<file path="src/rtl/jtdd2_subctl.sv">
// Main-CPU-side controller for the DD2 sub CPU: sub reset stretch, bus-request
// handshake with timeout, NMI pulse generation and the sub-to-main IRQ latch.
module jtdd2_subctl #(
    parameter int unsigned NMI_W   = 4,
    parameter int unsigned RST_W   = 16,
    parameter int unsigned HALT_TO = 1023
) (
    input  logic       clk,
    input  logic       rst,
    input  logic       main_cen,
    input  logic       main_wrn,
    input  logic [7:0] main_dout,
    input  logic       ctl_cs,
    input  logic       irqack_cs,
    input  logic       com_cs,
    input  logic       mcu_ban,
    input  logic       mcu_irqmain,
    output logic       mcu_rstb,
    output logic       mcu_halt,
    output logic       mcu_nmi_set,
    output logic       main_irq_n,
    output logic       main_wait,
    output logic [7:0] status_dout
);

    typedef enum logic [1:0] {StRun, StReq, StHeld, StRel} state_e;

    localparam logic [3:0] NmiLoad  = 4'(NMI_W);
    localparam logic [7:0] RstLoad  = 8'(RST_W);
    localparam logic [9:0] TimerMax = 10'(HALT_TO);

    logic       ctl_wr, irq_ack;
    logic       halt_req_q, halt_req_d, sub_run_q, sub_run_d;
    logic [3:0] nmi_cnt_q, nmi_cnt_d;
    logic       nmi_q;
    logic [7:0] rst_cnt_q, rst_cnt_d;
    logic       rstb_q, rstb_d;
    logic       ban_s_q, ban_q, ban_d;
    state_e     state_q;
    logic       halt_q;
    logic [9:0] timer_q;
    logic       timeout_q;
    logic       irq_s_q, irq_pend_q, irq_pend_d, irq_n_q;
    logic       unused_dout;

    assign ctl_wr      = main_cen & ctl_cs & ~main_wrn;
    assign irq_ack     = main_cen & irqack_cs & ~main_wrn;
    assign unused_dout = ^main_dout[7:3];

    // Control register fields take effect at the write edge
    always_comb begin
        halt_req_d = halt_req_q;
        sub_run_d  = sub_run_q;
        if (ctl_wr) begin
            halt_req_d = main_dout[0];
            sub_run_d  = main_dout[2];
        end
    end

    // NMI pulse: every trigger reloads the full width
    always_comb begin
        nmi_cnt_d = nmi_cnt_q;
        if (ctl_wr && main_dout[1]) begin
            nmi_cnt_d = NmiLoad;
        end else if (nmi_cnt_q != 4'd0) begin
            nmi_cnt_d = nmi_cnt_q - 4'd1;
        end
    end

    // Sub reset stretch: only a 0->1 sub_run transition starts the count
    always_comb begin
        rst_cnt_d = rst_cnt_q;
        rstb_d    = rstb_q;
        if (ctl_wr && !main_dout[2]) begin
            rst_cnt_d = 8'd0;
            rstb_d    = 1'b0;
        end else if (ctl_wr && !sub_run_q) begin
            rst_cnt_d = RstLoad;
            rstb_d    = 1'b0;
        end else if (rst_cnt_q != 8'd0) begin
            rst_cnt_d = rst_cnt_q - 8'd1;
            rstb_d    = (rst_cnt_q == 8'd1);
        end
    end

    // Bus-ack is only believed once it has been stable for two edges
    assign ban_d = (mcu_ban == ban_s_q) ? mcu_ban : ban_q;

    // A rising edge of the sub strobe beats a simultaneous acknowledge
    always_comb begin
        irq_pend_d = irq_pend_q;
        if (mcu_irqmain && !irq_s_q) begin
            irq_pend_d = 1'b1;
        end else if (irq_ack) begin
            irq_pend_d = 1'b0;
        end
    end

    // Control, NMI, reset-stretch, ban filter and IRQ state registers
    always_ff @(posedge clk or posedge rst) begin
        if (rst) begin
            halt_req_q <= 1'b0;
            sub_run_q  <= 1'b0;
            nmi_cnt_q  <= 4'd0;
            nmi_q      <= 1'b0;
            rst_cnt_q  <= 8'd0;
            rstb_q     <= 1'b0;
            ban_s_q    <= 1'b1;
            ban_q      <= 1'b1;
            irq_s_q    <= 1'b0;
            irq_pend_q <= 1'b0;
            irq_n_q    <= 1'b1;
        end else begin
            halt_req_q <= halt_req_d;
            sub_run_q  <= sub_run_d;
            nmi_cnt_q  <= nmi_cnt_d;
            nmi_q      <= (nmi_cnt_d != 4'd0);
            rst_cnt_q  <= rst_cnt_d;
            rstb_q     <= rstb_d;
            ban_s_q    <= mcu_ban;
            ban_q      <= ban_d;
            irq_s_q    <= mcu_irqmain;
            irq_pend_q <= irq_pend_d;
            irq_n_q    <= ~irq_pend_d;
        end
    end

    // Halt handshake FSM with request timer and sticky timeout flag
    always_ff @(posedge clk or posedge rst) begin
        if (rst) begin
            state_q   <= StRun;
            halt_q    <= 1'b0;
            timer_q   <= 10'd0;
            timeout_q <= 1'b0;
        end else begin
            if (ctl_wr) timeout_q <= 1'b0;
            timer_q <= 10'd0;
            case (state_q)
                StRun: begin
                    if (halt_req_d) begin
                        state_q <= StReq;
                        halt_q  <= 1'b1;
                    end
                end
                StReq: begin
                    if (!ban_d) begin
                        state_q <= StHeld;
                    end else if (!halt_req_d) begin
                        state_q <= StRun;
                        halt_q  <= 1'b0;
                    end else begin
                        // Timer saturates so the flag sets only once per request
                        timer_q <= (timer_q == TimerMax) ? timer_q : timer_q + 10'd1;
                        if (timer_q == TimerMax - 10'd1) timeout_q <= 1'b1;
                    end
                end
                StHeld: begin
                    if (!halt_req_d) begin
                        state_q <= StRel;
                        halt_q  <= 1'b0;
                    end else if (ban_d) begin
                        state_q <= StReq;
                    end
                end
                StRel: begin
                    if (ban_d) begin
                        state_q <= StRun;
                    end else if (halt_req_d) begin
                        state_q <= StReq;
                        halt_q  <= 1'b1;
                    end
                end
                default: begin
                    state_q <= StRun;
                    halt_q  <= 1'b0;
                end
            endcase
        end
    end

    assign mcu_rstb    = rstb_q;
    assign mcu_halt    = halt_q;
    assign mcu_nmi_set = nmi_q;
    assign main_irq_n  = irq_n_q;
    // Stall shared-RAM access only while a halt is requested but not yet granted
    assign main_wait   = com_cs & halt_req_q & (state_q != StHeld);
    assign status_dout = {4'b0000, timeout_q, irq_pend_q, (state_q == StHeld), rstb_q};

endmodule
</file>
<file path="config.mk">
export PLATFORM = sky130hd
export DESIGN_NAME = jtdd2_subctl
export DESIGN_NICKNAME = d
export VERILOG_FILES = /design/src/rtl/jtdd2_subctl.sv
export SDC_FILE = /design/constraint.sdc
export NUM_CORES = 1
export LEC_CHECK = 0
export ABC_AREA = 0
export ABC_CLOCK_PERIOD_IN_PS = 1700
export CAP_MARGIN = 20
export CORE_ASPECT_RATIO = 0.75
export CORE_UTILIZATION = 48
export DETAILED_ROUTE_END_ITERATION = 12
export PLACE_DENSITY_LB_ADDON = 0.2
export SYNTH_ARGS = -nofsm -noshare
export SYNTH_HDL_FRONTEND = slang
export SYNTH_SLANG_ARGS = --single-unit
</file>
<file path="constraint.sdc">
create_clock -name clk -period 1.7 [get_ports clk]
set_input_delay 0.34 -clock clk [delete_from_list [all_inputs] [get_ports clk]]
set_output_delay 0.34 -clock clk [all_outputs]
set_load 0.03 [all_outputs]
</file>
==> flow_summary.toml <==
# implementation run metrics
[status]
outcome = "completed"

[cells_and_area]
reg.largest.list = "timer_q: 10 flops, rst_cnt_q: 8 flops, nmi_cnt_q: 4 flops"
clockNetworkAreaShare_pct = 5.40
num-multi-input-gates = 136
final.clkbuf_count = 6
antennaDiodeCount = 0
buffer_area_share_pct = 14.9
layout.area.comb_um2 = 952
layout_top_cell_excl_fill_tap = "sky130_fd_sc_hd__dfrtp_1"

[detailed_routing]
post_drt_wl_per_cell_um = 13.5
final_antenna_violating_net_count = 0
met3WireLength_um = 267
detail_route.drc_violations = 0
drt_pass1_iterations = 4

[pwr]
combPwrFrac_pct = 42.7
power.net_switching_mw = 1.25
switching_share_pct = 33.9
leakage_nw = 1.14

[logic_synthesis]
topCellsByArea = "sky130_fd_sc_hd__dfrtp_1, sky130_fd_sc_hd__ha_1, sky130_fd_sc_hd__nor2_1, sky130_fd_sc_hd__dfstp_2, sky130_fd_sc_hd__inv_1"
post_synth_fa_ha_maj_area_fraction_pct = 7.12
post_synth_and_or_nand_nor_area_fraction_pct = 20.6
count_leader_synth = "sky130_fd_sc_hd__dfrtp_1"
synth_stat.cells = 192
synthFlopType = "sky130_fd_sc_hd__dfrtp_1"
largest_area_cell = "sky130_fd_sc_hd__dfrtp_1"
yosys-top-cells-count = "sky130_fd_sc_hd__dfrtp_1, sky130_fd_sc_hd__nor2_1, sky130_fd_sc_hd__inv_1, sky130_fd_sc_hd__ha_1, sky130_fd_sc_hd__nand2_1"
async_reset_ff_share_pct = 100

[global_route]
grt_pass1_wl_um = 6480
total_congestion_overflow_after_global_routing = 0
first_global_vias = 1507

[clock_network]
holdBufCountCts = 0
clk_pin_slew_worst_paths_ns = 0.08
sinks_on_clock_net = 35
insertion_delay_ns = 0.28

[placed_design]
placement.cell_area_um2 = 2260
place_congestion = 0.848

[setup_path]
cp-startpoint = "mcu_halt$_DFFE_PP0P_"
slowest_stage = "sky130_fd_sc_hd__clkdlybuf4s50_1"
cp.buffers_inverters = 1
ff_to_ff_setup_slack_ns = 0.05
reg2regPathDepth = 6
r2r_path_start = "rst_cnt_q[1]$_DFFE_PP0P_"
number_of_cells_on_the_critical_path = 1
critPathLaunchType = "register"
regToRegEndpoint = "rst_cnt_q[1]$_DFFE_PP0P_"
cp_top_family = "buffers and inverters"

[final_timing]
hold_violations = 0
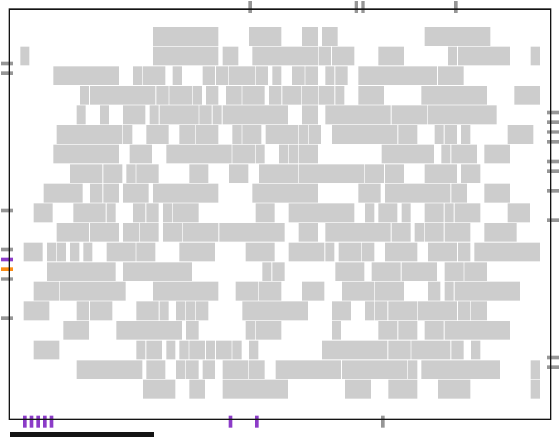
io_placement.png
Scale bar: 20 µm. Pins as bars across the die edge, other pins in grey.
`com_cs` -> orange  # pins 1, direction input, edge west
`main_dout` -> purple  # pins 8, direction input, edge 7 south, 1 west
count of input and output buffers: 20
Horiz. Die Dim: 74.9 µm
overall die height: 56.7 µm

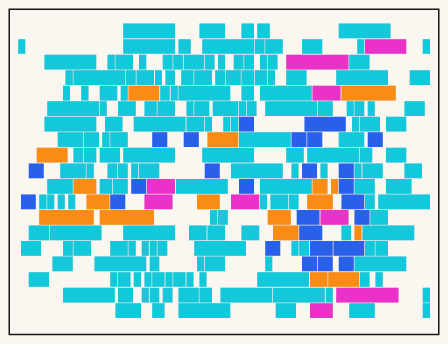
sizes.png
_6 and larger -> magenta  # cells 9, share 3.8%
_3 and _4 cells -> blue  # cells 26, share 11%
_0 and _1 cells -> cyan  # cells 183, share 78%
_2 cells -> orange  # cells 17, share 7.2%
final setup slack of the worst path: 0.0248 ns
number of non-clock buffers in the layout: 40
final design area excluding fillers: 2450 µm²
Syn-to-layout area delta: 28.2%

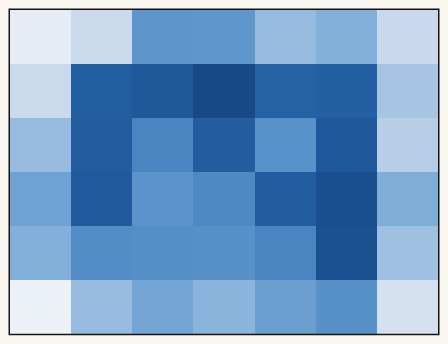
cell_density.png
The die is cut into 7 by 6 equal tiles; white is low, dark blue is high, 0 to 100% covered.
tiles over 75% full = 29%
fullest tile = 90%
mean over tiles = 56%

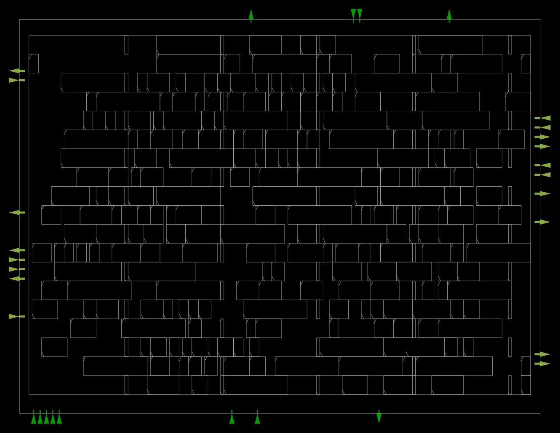
placement.png
area of the placeable core: 3730 µm²
Seq area share: 35.8%
count of non-filler cells in the finished layout: 287
number of placement rows: 19
final design utilization: 65.8%

